### Met3 routing, run 1

(8 px per µm)
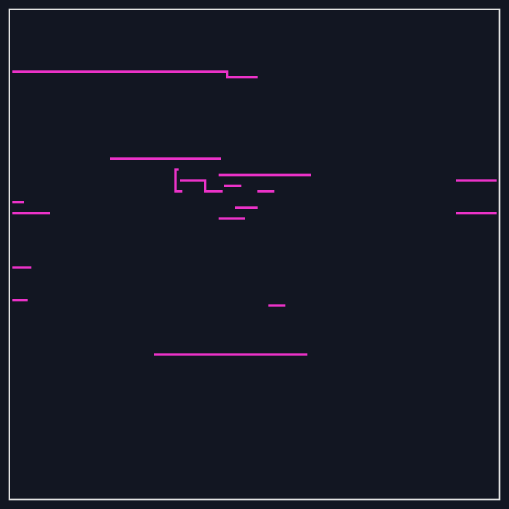
### Sequential cells coloured by netlist name, run 1

(6 px per µm)
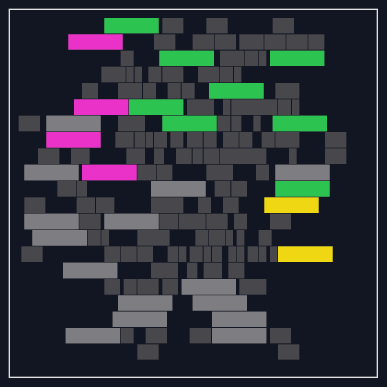
### Clock wiring as the flow saved it, run 1

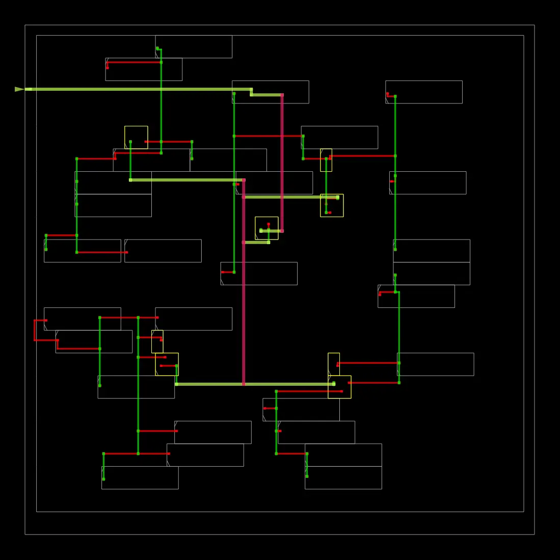
`src/rtl/ring_mon_pkg.sv`:
```
// ring_mon_pkg: shared types and helpers for the ring phase monitor.
//   state_e    - lock/fault state machine encoding
//   next_idx   - index of the legal successor of a hot bit (moves toward LSB, wraps)
//   is_onehot  - true when exactly one bit of a (zero-extended) vector is set
package ring_mon_pkg;

  // Widest ring vector the helpers accept; narrower vectors are zero-extended.
  localparam int unsigned MaxWidth = 64;

  typedef enum logic [1:0] {
    StSearch,
    StAcquire,
    StLocked,
    StFault
  } state_e;

  function automatic int unsigned next_idx(input int unsigned idx, input int unsigned width);
    return (idx == 0) ? width - 1 : idx - 1;
  endfunction

  // vec & (vec - 1) clears the lowest set bit; zero afterwards means at most one bit was set.
  function automatic logic is_onehot(input logic [MaxWidth-1:0] vec);
    return (vec != '0) && ((vec & (vec - MaxWidth'(1))) == '0);
  endfunction

endpackage

```
`src/rtl/ring_onehot_enc.sv`:
```
// ring_onehot_enc: combinational one-hot to binary encoder.
//   vec_i    - ring vector to encode
//   idx_o    - binary index of the hot bit, 0 when vec_i is not one-hot
//   onehot_o - vec_i has exactly one bit set
module ring_onehot_enc
  import ring_mon_pkg::*;
#(
  parameter int unsigned WIDTH = 4
) (
  input  logic [WIDTH-1:0]         vec_i,
  output logic [$clog2(WIDTH)-1:0] idx_o,
  output logic                     onehot_o
);

  localparam int unsigned IdxW = $clog2(WIDTH);

  logic [MaxWidth-1:0] vec_ext;

  always_comb begin
    vec_ext              = '0;
    vec_ext[WIDTH-1:0]   = vec_i;
    onehot_o             = is_onehot(vec_ext);
    idx_o                = '0;
    // OR of set-bit indices; exact only for one-hot inputs, forced to 0 otherwise.
    for (int unsigned i = 0; i < WIDTH; i++) begin
      if (vec_i[i]) begin
        idx_o = idx_o | IdxW'(i);
      end
    end
    if (!onehot_o) begin
      idx_o = '0;
    end
  end

endmodule

```
`src/rtl/ring_phase_monitor.sv`:
```
// ring_phase_monitor: checks a one-hot ring counter, encodes its phase and tracks lock health.
// Optional feature macro: RING_MON_STALL_EN (a repeated one-hot sample is a legal stall).
// Ports:
//   clk         - clock, all flops on rising edge
//   reset       - asynchronous active-low reset
//   ring_in     - one-hot ring vector (changes on falling clk edge)
//   clear       - synchronous: return to search and zero rev_count
//   phase       - binary index of the hot bit, 0 when not valid
//   phase_valid - phase is trustworthy this cycle
//   locked      - monitor is locked to the ring
//   wrap        - one-cycle pulse on a locked step into index 0
//   rev_count   - completed revolutions while locked (wraps silently)
//   error       - one-cycle pulse on an illegal step while locked
//   fault       - monitor is in the fault state
module ring_phase_monitor
  import ring_mon_pkg::*;
#(
  parameter int unsigned WIDTH      = 4,
  parameter int unsigned LOCK_COUNT = 2,
  parameter int unsigned REV_W      = 8
) (
  input  logic                     clk,
  input  logic                     reset,
  input  logic [WIDTH-1:0]         ring_in,
  input  logic                     clear,
  output logic [$clog2(WIDTH)-1:0] phase,
  output logic                     phase_valid,
  output logic                     locked,
  output logic                     wrap,
  output logic [REV_W-1:0]         rev_count,
  output logic                     error,
  output logic                     fault
);

  localparam int unsigned PhaseW = $clog2(WIDTH);
  localparam int unsigned CntW   = $clog2(LOCK_COUNT + 1);

  // Pipeline: r_ring is the current sample, p_ring/p_idx describe the previous one.
  logic [WIDTH-1:0]    r_ring_q, p_ring_q;
  logic [PhaseW-1:0]   p_idx_q;

  state_e              state_q, state_d;
  logic [CntW-1:0]     good_cnt_q, good_cnt_d;
  logic [REV_W-1:0]    rev_count_q, rev_count_d;
  logic [PhaseW-1:0]   phase_q, phase_d;
  logic                phase_valid_q, phase_valid_d;
  logic                locked_q, locked_d;
  logic                wrap_q, wrap_d;
  logic                error_q, error_d;
  logic                fault_q, fault_d;

  logic [PhaseW-1:0]   cur_idx;
  logic                cur_oh;
  logic [MaxWidth-1:0] p_ext;
  logic                prev_oh;
  logic [PhaseW-1:0]   succ_idx;
  logic                step_legal;
  logic                step_stall;

  ring_onehot_enc #(
    .WIDTH (WIDTH)
  ) u_enc (
    .vec_i    (r_ring_q),
    .idx_o    (cur_idx),
    .onehot_o (cur_oh)
  );

  always_comb begin
    p_ext              = '0;
    p_ext[WIDTH-1:0]   = p_ring_q;
    prev_oh            = is_onehot(p_ext);
    succ_idx           = PhaseW'(next_idx(32'(p_idx_q), WIDTH));
    step_legal         = cur_oh && prev_oh && (cur_idx == succ_idx);
`ifdef RING_MON_STALL_EN
    step_stall         = cur_oh && prev_oh && (r_ring_q == p_ring_q);
`else
    step_stall         = 1'b0;
`endif
  end

  // Next-state logic. clear has priority over every step classification.
  always_comb begin
    state_d     = state_q;
    good_cnt_d  = good_cnt_q;
    rev_count_d = rev_count_q;
    wrap_d      = 1'b0;
    error_d     = 1'b0;

    if (clear) begin
      state_d     = StSearch;
      good_cnt_d  = '0;
      rev_count_d = '0;
    end else begin
      unique case (state_q)
        StSearch: begin
          // First one-hot sample only sets the reference index.
          if (cur_oh) begin
            state_d    = StAcquire;
            good_cnt_d = '0;
          end
        end
        StAcquire: begin
          if (!step_stall) begin
            if (step_legal) begin
              good_cnt_d = good_cnt_q + CntW'(1);
              if (good_cnt_q == CntW'(LOCK_COUNT - 1)) begin
                state_d = StLocked;
              end
            end else begin
              state_d    = StSearch;
              good_cnt_d = '0;
            end
          end
        end
        StLocked: begin
          if (!step_stall) begin
            if (step_legal) begin
              if (cur_idx == '0) begin
                wrap_d      = 1'b1;
                rev_count_d = rev_count_q + REV_W'(1);
              end
            end else begin
              state_d = StFault;
              error_d = 1'b1;
            end
          end
        end
        StFault: begin
          state_d = StFault;
        end
        default: begin
          state_d = StSearch;
        end
      endcase
    end
  end

  // Outputs are registered from the next state so they line up with the evaluated sample.
  always_comb begin
    phase_valid_d = ((state_d == StAcquire) || (state_d == StLocked)) && cur_oh;
    phase_d       = phase_valid_d ? cur_idx : '0;
    locked_d      = (state_d == StLocked);
    fault_d       = (state_d == StFault);
  end

  always_ff @(posedge clk or negedge reset) begin
    if (!reset) begin
      r_ring_q      <= '0;
      p_ring_q      <= '0;
      p_idx_q       <= '0;
      state_q       <= StSearch;
      good_cnt_q    <= '0;
      rev_count_q   <= '0;
      phase_q       <= '0;
      phase_valid_q <= 1'b0;
      locked_q      <= 1'b0;
      wrap_q        <= 1'b0;
      error_q       <= 1'b0;
      fault_q       <= 1'b0;
    end else begin
      r_ring_q      <= ring_in;
      p_ring_q      <= r_ring_q;
      p_idx_q       <= cur_idx;
      state_q       <= state_d;
      good_cnt_q    <= good_cnt_d;
      rev_count_q   <= rev_count_d;
      phase_q       <= phase_d;
      phase_valid_q <= phase_valid_d;
      locked_q      <= locked_d;
      wrap_q        <= wrap_d;
      error_q       <= error_d;
      fault_q       <= fault_d;
    end
  end

  assign phase       = phase_q;
  assign phase_valid = phase_valid_q;
  assign locked      = locked_q;
  assign wrap        = wrap_q;
  assign rev_count   = rev_count_q;
  assign error       = error_q;
  assign fault       = fault_q;

endmodule

```
`config.mk`:
```
export PLATFORM = sky130hd
export DESIGN_NAME = ring_phase_monitor
export DESIGN_NICKNAME = d
export VERILOG_FILES = /design/src/rtl/ring_mon_pkg.sv /design/src/rtl/ring_onehot_enc.sv /design/src/rtl/ring_phase_monitor.sv
export SDC_FILE = /design/constraint.sdc
export NUM_CORES = 1
export LEC_CHECK = 0
export CAP_MARGIN = 40
export CORE_UTILIZATION = 40
export DETAILED_ROUTE_END_ITERATION = 6
export GPL_TIMING_DRIVEN = 1
export PLACE_DENSITY = 0.71
export SYNTH_ARGS = -nofsm -noshare
export SYNTH_HDL_FRONTEND = slang
export SYNTH_HIERARCHICAL = 1
export SYNTH_SLANG_ARGS = --single-unit
```
`constraint.sdc`:
```
create_clock -name clk -period 3.56 [get_ports clk]
set_clock_uncertainty 0.1 [all_clocks]
set_input_delay 0.712 -clock clk [delete_from_list [all_inputs] [get_ports clk]]
set_output_delay 0.712 -clock clk [all_outputs]
set_load 0.01 [all_outputs]
```
==> notes.md, run 1 <==
Reports from this run.

- The combinational-cell power consumption is 0.0498 mW.
- The switching power total is 0.145 mW.
- The proportion of cell area spent on the clock network reads 2.85%.
- After floorplanning, the core was divided into 21 placement rows.
- The tightest hold path in the finished design has a slack of 0.385 ns.
- The port buffer count reads 21.
- The final hold violation count reads 0.
- The destination of the worst hold path reads p_ring_q[2]$_DFF_PN0_.
- Total power for the finished layout comes to 0.580 mW.
- In the global route stage, met1 resource usage came out at 19.7%.
- The post-route worst setup slack is 0.572 ns.
- The sequential cell area in the final layout is 726 µm².
- The first-pass GRT wire length reads 4260 µm.
- The insertion delay at the late pin of the worst-skew pair is 0.33 ns.
- The synthesized design contains 0 enable-type register cells.
- The wire length reported by the detailed router reads 2560 µm.
- The internal cell power reads 0.436 mW.
- The largest buffer count on any clock path is 2.
- The synthesis stats list as the most numerous cell sky130_fd_sc_hd__dfrtp_1.
- Per report_power, the combinational group accounts for 8.6% of the total.
- The number of DRC violations after detailed routing is 0.
- The most used cell along the critical path is sky130_fd_sc_hd__or3_1.
- The placed standard-cell area reads 0.00166 mm².
- The slew at the pin closest to its max-slew limit reads 0.557 ns.
- The number of nets in the layout is 156.
- The post-synthesis xor/xnor area fraction is 2.51%.
- The number of levels in the clock H-tree reads 2.
- The longest individual stage delay on the worst path reads 0.44 ns.
- The routed wire length on met2 reads 1290 µm.
- The overall chip area is 0.00373 mm².
- The max-slew violation total from the final report reads 0.
- The tally of non-filler cells in the final layout is 192.
- The cell class ranked first by area is registers.
- The layout has 305 filler cells.
- The sort of element at the end of the critical path reads a flip-flop.
- Data on the critical path arrives at its endpoint at 3.11 ns.
- Per the post-run analysis, buffers plus inverters along the critical path come to 0.
- The synthesized instance count is 118.
- The overall routing resource usage reads 16.2%.
- The number of non-clock inverters reads 2.
- The maximum number of pins on one net before global-route repair is 30.
- In the synthesized netlist, the dominant kind of combinational cell is simple AND/OR/NAND/NOR gates.
- The clock network power share is 32.3%.
- The worst register-to-register path depth is 9.
- The yosys stat chip area reads 0.00140 mm².
- The sequential group power reads 0.343 mW.
- The wire length on met1 reads 1110 µm.
- The net count entering floorplan is 129.
- The capture point of the worst path reads phase[1]$_DFF_PN0_.
- The share of the synthesized area in the top cell type is 52.0%.
- In the synthesized netlist the async set-or-reset flop fraction comes to 100%.
- The average footprint of a synthesized cell reads 11.8 µm².
- Per the run report, area growth between synthesis and finish was 22.6%.
- The cell-mix breakdown from Yosys lists the compound-gate area share as 5.20%.
- The post-CTS clock slew at the launch and capture registers of the worst setup and hold paths is 0.08 ns.
- The launch point of the worst path is r_ring_q[3]$_DFF_PN0_.
- The residual antenna-violating net count after detailed routing reads 0.
- The multi-input combinational cell count is 83.
- The met3 wire length is 114 µm.
- The family with the most delay on the worst path reads simple AND/OR/NAND/NOR gates.
- The worst register-to-register path ends at phase[1]$_DFF_PN0_.
- The cell area after technology mapping reads 0.00140 mm².
- The run finished with clean final reports.
- Looking at the power breakdown, sequential logic takes 59.2% of the total.
- The setup-violating endpoint count in the final report reads 0.
- The startpoint identified for the worst register-to-register timing path is r_ring_q[3]$_DFF_PN0_.
- Non-clock buffers in the final layout number 24.
- The sequential cell area fraction in the yosys report is 52.0%.
- The count of synthesis-stage warnings from yosys reads 6.
- The area fraction in mux cells reads 6.63%.
- The worst path needs 2.99 ns of the cycle, external delays included.
- The critical path goes through xnor2_1 > nor3_2 > or3_1 > nand3b_1 > mux2_4 > or3_1 > a21oi_1 > ha_1 > and3_2.
-- 'Met3 routing' (at the start) --
wire length on this layer: 115 µm
longest straight run: 26.7 µm
nets with wire on the layer: 13
main direction: horizontal
number of vias in the routed layout: 1,000
global-route met3 utilization: 6.93%

-- 'Sequential cells coloured by netlist name' (at the start) --
| colour | netlist name | flops |
|---|---|---|
| magenta | p_ring_q | 4 |
| yellow | good_cnt_q | 2 |
| green | rev_count | 8 |
Seq/total area: 42.4%
share of the core filled with cells in the final layout: 51.3%

-- 'Clock wiring as the flow saved it' (at the start) --
number of buffers created by CTS: 5
number of clock buffers in the layout: 8
sink count of the clock tree: 29
seq_cells: 29
clk pwr: 0.187 mW

### Drive-strength map, run 1

(8 px per µm)
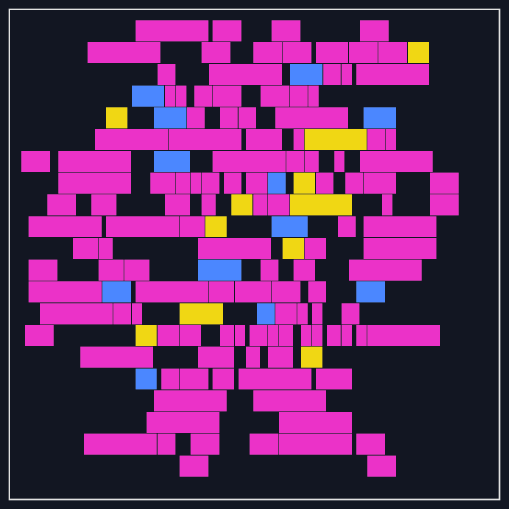

==> run 1 -> run 2 <==
==> constraint.sdc (replaced) <==
create_clock -name clk -period 2.93 [get_ports clk]
set_clock_uncertainty 0.1 [all_clocks]
set_input_delay 0.586 -clock clk [delete_from_list [all_inputs] [get_ports clk]]
set_output_delay 0.586 -clock clk [all_outputs]
set_load 0.01 [all_outputs]
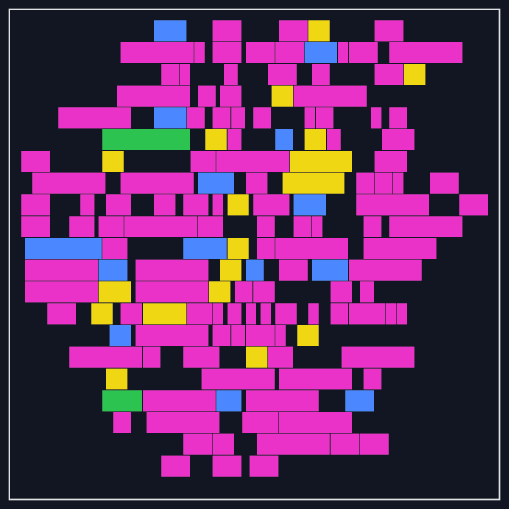
*Drive-strength map, run 2*
(8 px per µm)
| colour | size | cells |
|---|---|---|
| magenta | x1 and smaller | 117 |
| green | x6 and larger | 2 |
| blue | x2 | 14 |
| yellow | x3 and x4 | 18 |
buffers outside the clock class: 29
worst setup margin: 0.129 ns

==> run 2 against run 1 <==
Effect of this change:
- first-iteration DRC count fell by 71%
- die area did not move
- hold slack got worse by 0.017 ns
- clock power rose by 87%
- combinational power rose by 33%
- largest cell class unchanged
==> notes.md, run 2 <==
Reports from this run.

- Run status: complete, no violations (unchanged).
- The count of flip-flops with a built-in enable after synthesis reads 0 (unchanged).
- The setup-violating endpoint count in the final report is 0 (unchanged).
- The logic gate share of total power is 7.9% (was 8.6%).
- The count of synthesis-stage warnings from yosys is 6 (unchanged).
- The complex-gate fraction of the synthesized area is 5.20% (unchanged).
- The port buffer count reads 21 (unchanged).
- The net count entering floorplan reads 129 (unchanged).
- The sort of element at the end of the critical path is a flip-flop (unchanged).
- The max-slew violation total from the final report is 0 (unchanged).
- The most used cell along the critical path is sky130_fd_sc_hd__xnor2_1 (was sky130_fd_sc_hd__or3_1).
- The sequential group power reads 0.418 mW (was 0.343 mW).
- The slew at the pin closest to its max-slew limit is 0.633 ns (was 0.557 ns).
- The final critical path time including I/O delays and setup reads 2.80 ns (was 2.99 ns).
- The number of nets in the layout reads 161 (was 156).
- The global-route met1 utilization reads 20.0% (was 19.7%).
- The proportion of cell area spent on the clock network reads 4.94% (was 2.85%).
- The longest individual stage delay on the worst path is 0.45 ns (was 0.44 ns).
- The sequential cell area in the final layout was 727 µm² (was 726 µm²).
- The yosys stat chip area is 0.00140 mm² (unchanged).
- The part of the power in registers reads 50.1% (was 59.2%).
- The wire length on met1 reads 1120 µm (was 1110 µm).
- The clock network power share reads 42.0% (was 32.3%).
- The launch point of the worst path is r_ring_q[3]$_DFF_PN0_ (unchanged).
- The source of the worst register-to-register timing path was r_ring_q[3]$_DFF_PN0_ (unchanged).
- The capture point of the worst path is phase[1]$_DFF_PN0_ (unchanged).
- The maximum number of pins on one net before global-route repair is 30 (unchanged).
- The multi-input combinational cell count is 83 (unchanged).
- The overall chip area reads 0.00373 mm² (unchanged).
- The synthesized instance count is 118 (unchanged).
- The sequential share of cell area reads 40.4% (was 42.4%).
- The post-synthesis xor/xnor area fraction reads 2.51% (unchanged).
- The row count reads 21 (unchanged).
- The final hold violation count reads 0 (unchanged).
- The placed standard-cell area reads 0.00169 mm² (was 0.00166 mm²).
- The vias after detailed routing was 1,002 (was 1,000).
- The area fraction in mux cells was 6.63% (unchanged).
- The post-CTS clock slew at the launch and capture registers of the worst setup and hold paths reads 0.09 ns (was 0.08 ns).
- The wire length reported by the detailed router reads 2660 µm (was 2560 µm).
- The buffering stage count on the worst path with inverters included reads 1 (was 0).
- The power after layout is 0.834 mW (was 0.580 mW).
- The share of the synthesized area in the top cell type is 52.0% (unchanged).
- The residual antenna-violating net count after detailed routing is 0 (unchanged).
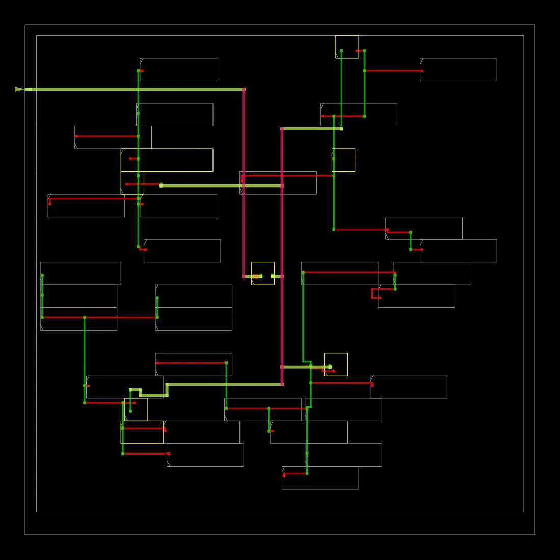
*Clock wiring as the flow saved it, run 2*
number of clock buffers in the layout: 6
insertion delay of the later-clocked pin in the worst-skew pair: 0.34 ns
clk pwr: 0.350 mW

### Sequential cells coloured by netlist name, run 2

(6 px per µm)
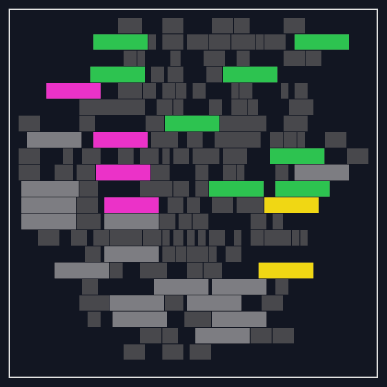

==> run 2 -> run 3 <==
--- a/config.mk
+++ b/config.mk
@@ -12,5 +12,4 @@
 export PLACE_DENSITY = 0.71
 export SYNTH_ARGS = -nofsm -noshare
 export SYNTH_HDL_FRONTEND = slang
-export SYNTH_HIERARCHICAL = 1
 export SYNTH_SLANG_ARGS = --single-unit
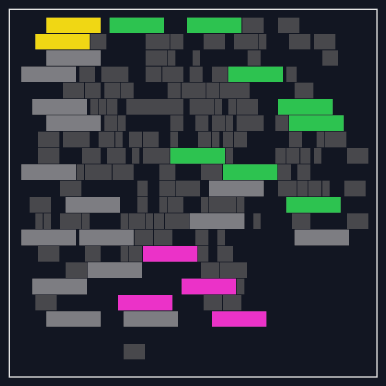
*Sequential cells coloured by netlist name, run 3*
(6 px per µm)
| colour | netlist name | flops |
|---|---|---|
| yellow | good_cnt_q | 2 |
| green | rev_count | 8 |
| magenta | p_ring_q | 4 |
flip-flop and latch power: 0.417 mW
Seq/total area: 42.4%
sequential cell area in the final layout: 726 µm²
share of the core filled with cells in the final layout: 51.3%

==> run 3 against run 2 <==
Effect of this change:
- power decreased by 13%
- routed wire length increased by 6.5%
- first-iteration DRC count rose to 4.3 times the previous value
- combinational power fell by 3.5%
- clock-buffer cell count is 1 higher
- synthesized area shrank 0.18%
- highest routed layer unchanged
- via count is 5.0% higher
- final cell count rose by 1.5%
- largest power group unchanged
==> notes.md, run 3 <==
Reports from this run.

- The total of fill cells in the finished design is 325 (was 310).
- The number of levels in the clock H-tree reads 2 (unchanged).
- The routed wire length on met2 reads 1420 µm (was 1370 µm).
- The part of the power in registers was 57.7% (was 50.1%).
- The port buffer count is 21 (unchanged).
- List of cells traversed by the critical path: xnor2_1 > o31ai_1 > nand4_1 > nor3b_2 > a32o_1 > ha_1 > nand2_1 > nor2_1 (was xnor2_1 > nor3_2 > buf_4 > xnor2_1 > mux2_4 > or3_1 > a21oi_2 > ha_1 > and3_2).
- The number of DRC violations after detailed routing was 0 (unchanged).
- The net count entering floorplan reads 139 (was 129).
- The max-slew violation total from the final report reads 0 (unchanged).
- The wire length reported by the detailed router reads 2830 µm (was 2660 µm).
- The cell class ranked first by area is registers (unchanged).
- The buffering stage count on the worst path with inverters included is 0 (was 1).
- The die span in y was 61.0 µm (was 61.1 µm).
- The power in the clock group was 0.241 mW (was 0.350 mW).
- The number of clock sinks was 29 (unchanged).
- The total number of sequential cells was 29 (unchanged).
- The post-synthesis xor/xnor area fraction came to 1.89% (was 2.51%).
- The average footprint of a synthesized cell is 11.0 µm² (was 11.8 µm²).
- The complex-gate fraction of the synthesized area was 11.2% (was 5.20%).
- The final hold slack is 0.372 ns (was 0.368 ns).
- The area fraction in mux cells reads 3.95% (was 6.63%).
- The slew at the pin closest to its max-slew limit reads 0.553 ns (was 0.633 ns).
- The number of antenna diodes was 0 (unchanged).
- The multi-input combinational cell count reads 85 (was 83).
- The launch point of the worst path is r_ring_q[3]$_DFF_PN0_ (unchanged).
- The count of synthesis-stage warnings from yosys reads 0 (was 6).
- The sequential cell area fraction in the yosys report is 52.1% (was 52.0%).
- The maximum number of pins on one net before global-route repair is 30 (unchanged).
- The top cell type by instance count after synthesis reads sky130_fd_sc_hd__dfrtp_1 (unchanged).
- The synthesized instance count reads 127 (was 118).
- The power after layout is 0.722 mW (was 0.834 mW).
- The overall routing resource usage is 18.2% (was 16.8%).
- The final hold violation count is 0 (unchanged).
- The number of global-route vias before repair is 1,114 (was 988).
- The number of non-clock inverters is 10 (was 2).
- The vias after detailed routing reads 1,052 (was 1,002).
- The row count is 21 (unchanged).
- The residual antenna-violating net count after detailed routing reads 0 (unchanged).
- The share of async-settable or async-resettable flops after synthesis is 100% (unchanged).
- The worst reg2reg path endpoint is phase[0]$_DFF_PN0_ (was phase[1]$_DFF_PN0_).
- The number of antenna violations at the first check in global routing is 0 (unchanged).
- The capture point of the worst path reads phase[0]$_DFF_PN0_ (was phase[1]$_DFF_PN0_).
- The largest driver fanout on the critical path reads 6 (was 5).
- The internal cell power came to 0.548 mW (was 0.641 mW).
- The clock network power share is 33.4% (was 42.0%).
- The wire length on met1 is 1230 µm (was 1120 µm).
- The setup-violating endpoint count in the final report reads 0 (unchanged).
- The destination of the worst hold path is p_ring_q[1]$_DFF_PN0_ (was p_ring_q[3]$_DFF_PN0_).
- The first-pass GRT wire length is 4800 µm (was 4280 µm).
- Run status: complete, no violations (unchanged).
- The highest-power group is registers (unchanged).
- The met3 usage reads 6.72% (was 4.41%).
- The flip-flop count of the largest register after layout is 8 (unchanged).
- The largest buffer count on any clock path is 2 (unchanged).
- The number of nets in the layout reads 166 (was 161).
- The top routing layer in use was met4 (unchanged).
- The count of flip-flops with a built-in enable after synthesis is 0 (unchanged).
- The insertion delay at the late pin of the worst-skew pair is 0.32 ns (was 0.34 ns).
- The final critical path time including I/O delays and setup came to 2.67 ns (was 2.80 ns).
- The met3 wire length reads 123 µm (was 114 µm).
- The cell area after technology mapping reads 0.00139 mm² (was 0.00140 mm²).
- The family with the most delay on the worst path was simple AND/OR/NAND/NOR gates (unchanged).
- The number of iterations in the first detailed-routing pass is 4 (unchanged).
- The depth of the most critical reg-to-reg path reads 8 (was 9).
- The fraction of layout instances using a drive strength above 1 was 13.6% (was 22.5%).
- The source of the worst register-to-register timing path reads r_ring_q[3]$_DFF_PN0_ (unchanged).
- The tally of non-filler cells in the final layout is 200 (was 197).
- The total of clock buffers placed in the layout is 7 (was 6).
- The number of buffers inserted during clock tree synthesis is 5 (unchanged).
- The switching power total reads 0.174 mW (was 0.193 mW).
- The combinational-cell power consumption was 0.0640 mW (was 0.0663 mW).
- The yosys stat chip area reads 0.00139 mm² (was 0.00140 mm²).
- The dominant kind of combinational cell is simple AND/OR/NAND/NOR gates (unchanged).
- The proportion of cell area spent on the clock network is 3.21% (was 4.94%).
- The longest individual stage delay on the worst path reads 0.44 ns (was 0.45 ns).
- The logic gate share of total power is 8.9% (was 7.9%).
- The placed standard-cell area is 0.00166 mm² (was 0.00169 mm²).
- The share of the synthesized area in the top cell type reads 52.1% (was 52.0%).
- The post-CTS clock slew at the launch and capture registers of the worst setup and hold paths was 0.08 ns (was 0.09 ns).
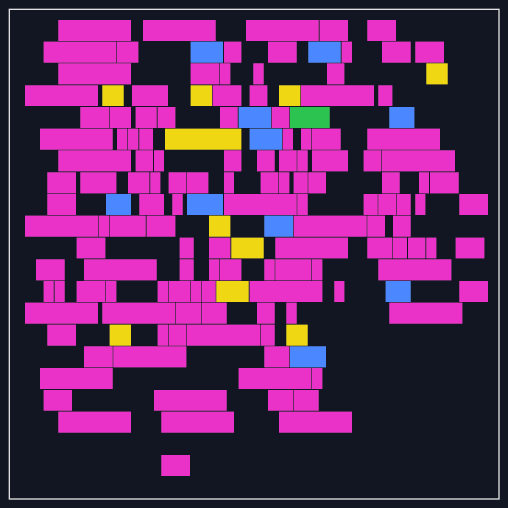
*Drive-strength map, run 3*
(8 px per µm)
| colour | size | cells | most used |
|---|---|---|---|
| yellow | x3 and x4 | 10 | clkbuf_4 |
| blue | x2 | 10 | mux2_2 |
| magenta | x1 and smaller | 133 | dfrtp_1 |
| green | x6 and larger | 1 | clkbuf_8 |
area growth from synthesis to layout: 22.9%
worst setup margin: 0.263 ns
buffers outside the clock class: 23
final instance area: 0.00171 mm²


==> screenshots <==
Signal metal coverage by tile.
(6 px per µm) The die is cut into 12 by 12 equal tiles; black is low, pale yellow is high, scaled to the fullest tile. Values are wire area over tile area, all layers added.
image #1
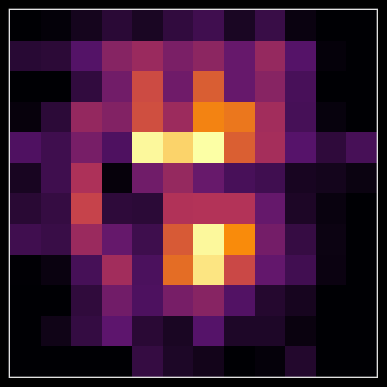
image #2
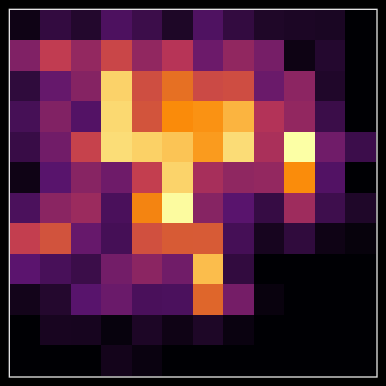
image #3
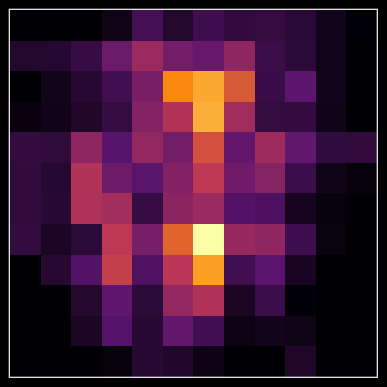
Image #3 is run 2.
Image #1 is run 1.
Image #2 is run 3.

Key to image #1:
mean over tiles: 0.11
emptiest ninth of the die: lower right
tiles over half the peak: 11%
densest ninth of the die: centre

Power and IR drop assume default switching activity.
